--- src/rtl/uart_sim_transmitter_pkg.sv ---
// Shared definitions for the UART simulation transmitter and receiver:
// FSM state encoding, frame geometry and the bit-period computation.
package uart_sim_transmitter_pkg;

    // Serial line FSM states shared by the transmitter and the receiver
    typedef enum logic [1:0] {
        ST_IDLE  = 2'd0,
        ST_START = 2'd1,
        ST_DATA  = 2'd2,
        ST_STOP  = 2'd3
    } uart_state_t;

    // 8N1 frame: one start bit, eight data bits, one stop bit
    localparam int FRAME_BITS = 10;
    localparam int DATA_BITS  = FRAME_BITS - 2;

    // Clock cycles per serial bit, truncated toward zero
    function automatic int calc_div(input int clock_freq, input int baud_rate);
        return clock_freq / baud_rate;
    endfunction

endpackage

--- src/rtl/uart_sim_tx_fifo.sv ---
// Small transmit buffer: DEPTH entries of WIDTH bits, first-in first-out.
// DEPTH must be a power of two (>= 2) so the pointers wrap naturally.
// The read port is combinational so a byte can be popped and used on the
// same edge; storage itself is never reset, only the pointers and count.
module uart_sim_tx_fifo #(
    parameter int DEPTH = 4,
    parameter int WIDTH = 8,
    localparam int AW   = $clog2(DEPTH),
    localparam int CW   = AW + 1
) (
    input  logic             clk,
    input  logic             rstn,
    input  logic             push,
    input  logic             pop,
    input  logic [WIDTH-1:0] wr_data,
    output logic [WIDTH-1:0] rd_data,
    output logic             full,
    output logic             empty,
    output logic [CW-1:0]    count
);

    logic [WIDTH-1:0] mem [DEPTH];
    logic [AW-1:0]    wr_ptr_reg;
    logic [AW-1:0]    rd_ptr_reg;
    logic [CW-1:0]    count_reg;
    logic             do_push;
    logic             do_pop;

    // A push while full or a pop while empty is dropped so the pointers
    // and the stored data can never be corrupted.
    assign do_push = push && !full;
    assign do_pop  = pop && !empty;

    assign full    = (count_reg == CW'(DEPTH));
    assign empty   = (count_reg == '0);
    assign count   = count_reg;
    assign rd_data = mem[rd_ptr_reg];

    // Per-entry storage write, selected by the write pointer
    for (genvar gi = 0; gi < DEPTH; gi++) begin : g_entry
        always_ff @(posedge clk) begin
            if (do_push && (wr_ptr_reg == AW'(gi))) begin
                mem[gi] <= wr_data;
            end
        end
    end

    // Pointer and occupancy bookkeeping; simultaneous push/pop keeps count
    always_ff @(posedge clk or negedge rstn) begin
        if (!rstn) begin
            wr_ptr_reg <= '0;
            rd_ptr_reg <= '0;
            count_reg  <= '0;
        end else begin
            if (do_push) begin
                wr_ptr_reg <= wr_ptr_reg + AW'(1);
            end
            if (do_pop) begin
                rd_ptr_reg <= rd_ptr_reg + AW'(1);
            end
            case ({do_push, do_pop})
                2'b10:   count_reg <= count_reg + CW'(1);
                2'b01:   count_reg <= count_reg - CW'(1);
                default: count_reg <= count_reg;
            endcase
        end
    end

endmodule

--- src/rtl/uart_sim_transmitter.sv ---
// Buffered 8N1 UART transmitter used to feed serial stimulus into a DUT.
// Bytes are queued in a small FIFO and shifted out LSB first, one bit per
// DIV clock cycles. Consecutive buffered bytes go out with no idle gap.
module uart_sim_transmitter
    import uart_sim_transmitter_pkg::*;
#(
    parameter int BAUD_RATE  = 19200,
    parameter int CLOCK_FREQ = 100000000,
    parameter int FIFO_DEPTH = 4
) (
    input  logic       clk_i,
    input  logic       rstn_i,
    input  logic [7:0] data_i,
    input  logic       valid_i,
    output logic       ready_o,
    output logic       txd_o,
    output logic       busy_o
);

    localparam int DIV = calc_div(CLOCK_FREQ, BAUD_RATE);
    localparam int BW  = (DIV > 1) ? $clog2(DIV) : 1;
    localparam int CW  = $clog2(FIFO_DEPTH) + 1;
    localparam logic [BW-1:0] DIV_LAST = BW'(DIV - 1);
    localparam logic [2:0]    BIT_LAST = 3'(DATA_BITS - 1);

    uart_state_t   state_reg;
    uart_state_t   state_next;
    logic [BW-1:0] baud_reg;
    logic [BW-1:0] baud_next;
    logic [2:0]    bit_reg;
    logic [2:0]    bit_next;
    logic [2:0]    bit_inc;
    logic [7:0]    shift_reg;
    logic [7:0]    shift_next;
    logic          txd_reg;
    logic          txd_next;
    logic          tick;

    logic          push;
    logic          pop;
    logic [7:0]    fifo_rd_data;
    logic          fifo_full;
    logic          fifo_empty;
    logic [CW-1:0] fifo_count;

    // Full is derived from the registered count, so ready is glitch-free
    assign ready_o = ~fifo_full;
    assign push    = valid_i && ready_o;
    assign busy_o  = (state_reg != ST_IDLE) || (fifo_count != '0);
    assign txd_o   = txd_reg;

    // Last cycle of the current bit period
    assign tick    = (baud_reg == DIV_LAST);
    assign bit_inc = bit_reg + 3'd1;

    uart_sim_tx_fifo #(
        .DEPTH (FIFO_DEPTH),
        .WIDTH (8)
    ) u_fifo (
        .clk     (clk_i),
        .rstn    (rstn_i),
        .push    (push),
        .pop     (pop),
        .wr_data (data_i),
        .rd_data (fifo_rd_data),
        .full    (fifo_full),
        .empty   (fifo_empty),
        .count   (fifo_count)
    );

    // State register plus the registered datapath and serial output
    always_ff @(posedge clk_i or negedge rstn_i) begin
        if (!rstn_i) begin
            state_reg <= ST_IDLE;
            baud_reg  <= '0;
            bit_reg   <= '0;
            shift_reg <= '0;
            txd_reg   <= 1'b1;
        end else begin
            state_reg <= state_next;
            baud_reg  <= baud_next;
            bit_reg   <= bit_next;
            shift_reg <= shift_next;
            txd_reg   <= txd_next;
        end
    end

    // Next-state logic: frame sequencing, chaining straight from STOP to
    // START when another byte is already waiting
    always_comb begin
        state_next = state_reg;
        case (state_reg)
            ST_IDLE: begin
                if (!fifo_empty) begin
                    state_next = ST_START;
                end
            end
            ST_START: begin
                if (tick) begin
                    state_next = ST_DATA;
                end
            end
            ST_DATA: begin
                if (tick && (bit_reg == BIT_LAST)) begin
                    state_next = ST_STOP;
                end
            end
            ST_STOP: begin
                if (tick) begin
                    state_next = fifo_empty ? ST_IDLE : ST_START;
                end
            end
            default: state_next = ST_IDLE;
        endcase
    end

    // Output logic: FIFO pop, baud/bit counters, shifter load and the next
    // serial level, so txd changes on the same edge as the state
    always_comb begin
        pop        = 1'b0;
        baud_next  = baud_reg;
        bit_next   = bit_reg;
        shift_next = shift_reg;
        txd_next   = txd_reg;
        case (state_reg)
            ST_IDLE: begin
                baud_next = '0;
                if (!fifo_empty) begin
                    pop        = 1'b1;
                    shift_next = fifo_rd_data;
                    txd_next   = 1'b0;
                end else begin
                    txd_next   = 1'b1;
                end
            end
            ST_START: begin
                if (tick) begin
                    baud_next = '0;
                    bit_next  = '0;
                    txd_next  = shift_reg[0];
                end else begin
                    baud_next = baud_reg + BW'(1);
                end
            end
            ST_DATA: begin
                if (tick) begin
                    baud_next = '0;
                    // 3-bit index wraps 7 -> 0 as the last data bit ends
                    bit_next  = bit_inc;
                    if (bit_reg == BIT_LAST) begin
                        txd_next = 1'b1;
                    end else begin
                        txd_next = shift_reg[bit_inc];
                    end
                end else begin
                    baud_next = baud_reg + BW'(1);
                end
            end
            ST_STOP: begin
                if (tick) begin
                    baud_next = '0;
                    if (!fifo_empty) begin
                        pop        = 1'b1;
                        shift_next = fifo_rd_data;
                        txd_next   = 1'b0;
                    end else begin
                        txd_next   = 1'b1;
                    end
                end else begin
                    baud_next = baud_reg + BW'(1);
                end
            end
            default: begin
                baud_next = '0;
                txd_next  = 1'b1;
            end
        endcase
    end

endmodule

--- config.mk ---
export PLATFORM = sky130hd
export DESIGN_NAME = uart_sim_transmitter
export DESIGN_NICKNAME = d
export VERILOG_FILES = /design/src/rtl/uart_sim_transmitter_pkg.sv /design/src/rtl/uart_sim_tx_fifo.sv /design/src/rtl/uart_sim_transmitter.sv
export SDC_FILE = /design/constraint.sdc
export NUM_CORES = 1
export LEC_CHECK = 0
export CAP_MARGIN = 40
export CORE_ASPECT_RATIO = 1.4
export CORE_MARGIN = 5
export CORE_UTILIZATION = 54
export DETAILED_ROUTE_END_ITERATION = 10
export PLACE_DENSITY_LB_ADDON = 0.2
export REMOVE_ABC_BUFFERS = 1
export SLEW_MARGIN = 40
export SYNTH_ARGS = -nofsm -noshare
export SYNTH_HDL_FRONTEND = slang
export SYNTH_SLANG_ARGS = --single-unit
--- constraint.sdc ---
create_clock -name clk_i -period 2.2 [get_ports clk_i]
set_input_delay 0.33 -clock clk_i [delete_from_list [all_inputs] [get_ports clk_i]]
set_output_delay 0.33 -clock clk_i [all_outputs]
set_load 0.02 [all_outputs]
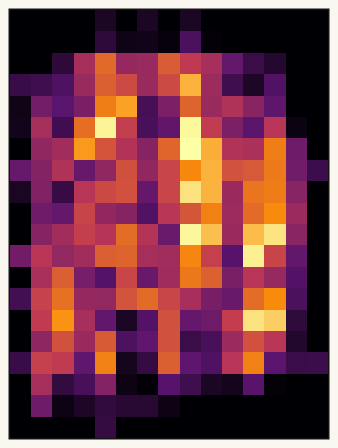
*Routed metal per tile*
The die is cut into 15 by 20 equal tiles; black is low, pale yellow is high, scaled to the fullest tile. Values are wire area over tile area, all layers added.
fullest tile: 0.36
emptiest ninth of the die: upper right
densest ninth of the die: centre
nearly empty tiles: 25%
tiles over half the peak: 26%
mean over tiles: 0.11

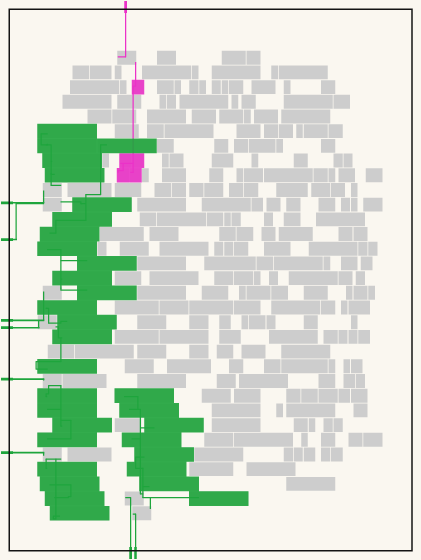
*I/O nets highlighted*
[magenta] `valid_i` | bits: 1 | direction: input | edge: top | end cells: 5 | wire: 36.0 um
[green] `data_i` | bits: 8 | direction: input | edge: 6 left, 2 bottom | end cells: 32 | wire: 260 um

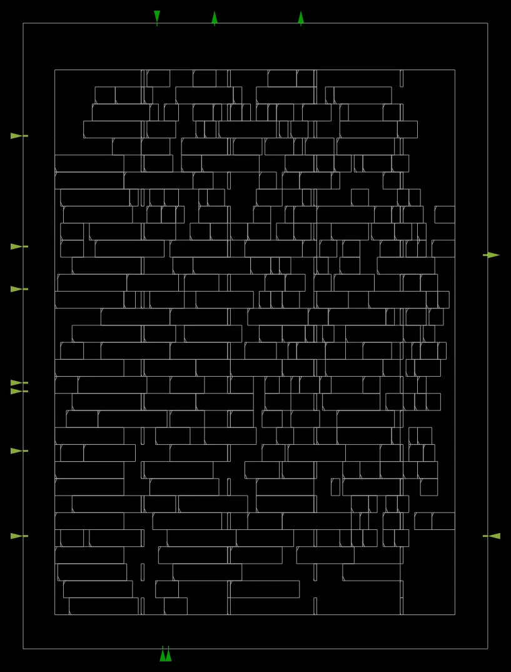
*Cell outlines without signal wires*
final core occ: 67.1%
core area: 5570 um^2
flip-flops: 66
well-tap cell count: 68

==> metrics.yaml <==
period_used_pct: 99.8
skew_ns: 0.00935
die_w_um: 74.2
rrSetupSlack_ns: 0.004
clkPwrFrac_pct: 22.6
drc_errors: 0
tool_warnings: 34
nNonClkBuffers: 41
dominant-cell-class: "registers"
pg_seq_uw: 1860
power.density_nw_per_um2: 1310
end_kind: "register"
fp-row-count: 32
crit_cells: 9
p_clk_uw: 1100
swShare_pct: 31.4
tightest_slew_ns: 0.466
hold_class: "in -> async"
p_leak_uw: 0.00153
logic_family: "multiplexers"
dp.final_hpwl_um: 4060
finalSetupViolCount: 0
synthFlopType: "dfrtp_1"
ys.flops: 66
topCellsByArea: "edfxtp_1, dfrtp_1, mux4_2"
finalPower_uw: 4890
num-multi-input-gates: 135
insertion_delay_ns: 0.34
ys_warn_count: 0
largest_reg_flops: 32
comb_share_pct: 33.0
critical-path-top-delay-family: "simple AND/OR/NAND/NOR gates"
crit_path_frequent_cell: "xor2_1"
crit_buf_inv: 1
critPathCapture: "u_fifo.count[2]"
slowest_delay_ns: 0.41
switchingPower_uw: 1530
power_frac_comb_pct: 39.3
fill_cells: 401
worst_slack_ns: 0.00409
cp_max_fo: 2
grt_start_max_net_pins: 35
final-clk-cell-share_pct: 5.83
cts_tree: "built"
synth_cell_type_count: 50
p_comb_uw: 1920
fp_util_pct: 56.1
critPathArrivalTime_ns: 2.47
mostFrequentLayoutCell: "dfrtp_1"
xor_share_pct: 3.65
overflow: 0
max_freq_mhz: 455
yosys.area_share.aoi_pct: 6.05
p_seq_share_pct: 38.1
final-comb-area_um2: 1230
ys_cells: 220
synth-async-reset-ratio_pct: 51.5
syn_area_um2: 3120
rsz0062_at_grt: "yes"
status: "complete, no violations"
nonClkBufAreaFrac_pct: 9.18
fin_area_um2: 3740
dr.pass1.iters: 4
drive_gt1_share_pct: 27.0
fin_tns_setup_ns: 0
muxShareOfSynthArea_pct: 12.7
htreeDepth: 3
syn_area_per_cell_um2: 14.2
top_power_group: "combinational cells"
max_slew_margin_pct: 68.9
cells in the mapped netlist (2+ instances only):
cell	instances
dfrtp_1	33
edfxtp_1	32
ha_1	13
inv_1	12
nand2_1	11
nor2_1	11
mux4_2	9
mux2_4	8
o21ai_0	8
xnor2_1	7
xor2_1	6
a21oi_1	5
nand3_1	5
nor3_1	5
and3_1	4
mux2i_1	4
or3_1	4
a22o_1	3
mux2_2	3
a22oi_1	2
buf_1	2
buf_6	2
clkbuf_1	2
nor4_1	2
o31ai_1	2
metal layers:
metal | track usage (%) | routed length, um | vias up
met4 | 8.08 | 142 | 0
li1 | - | - | 909
met3 | 3.01 | 143 | 15
met5 | 0 | 0 | -
met1 | 18.3 | 2170 | 919
met2 | 29.6 | 3000 | 26
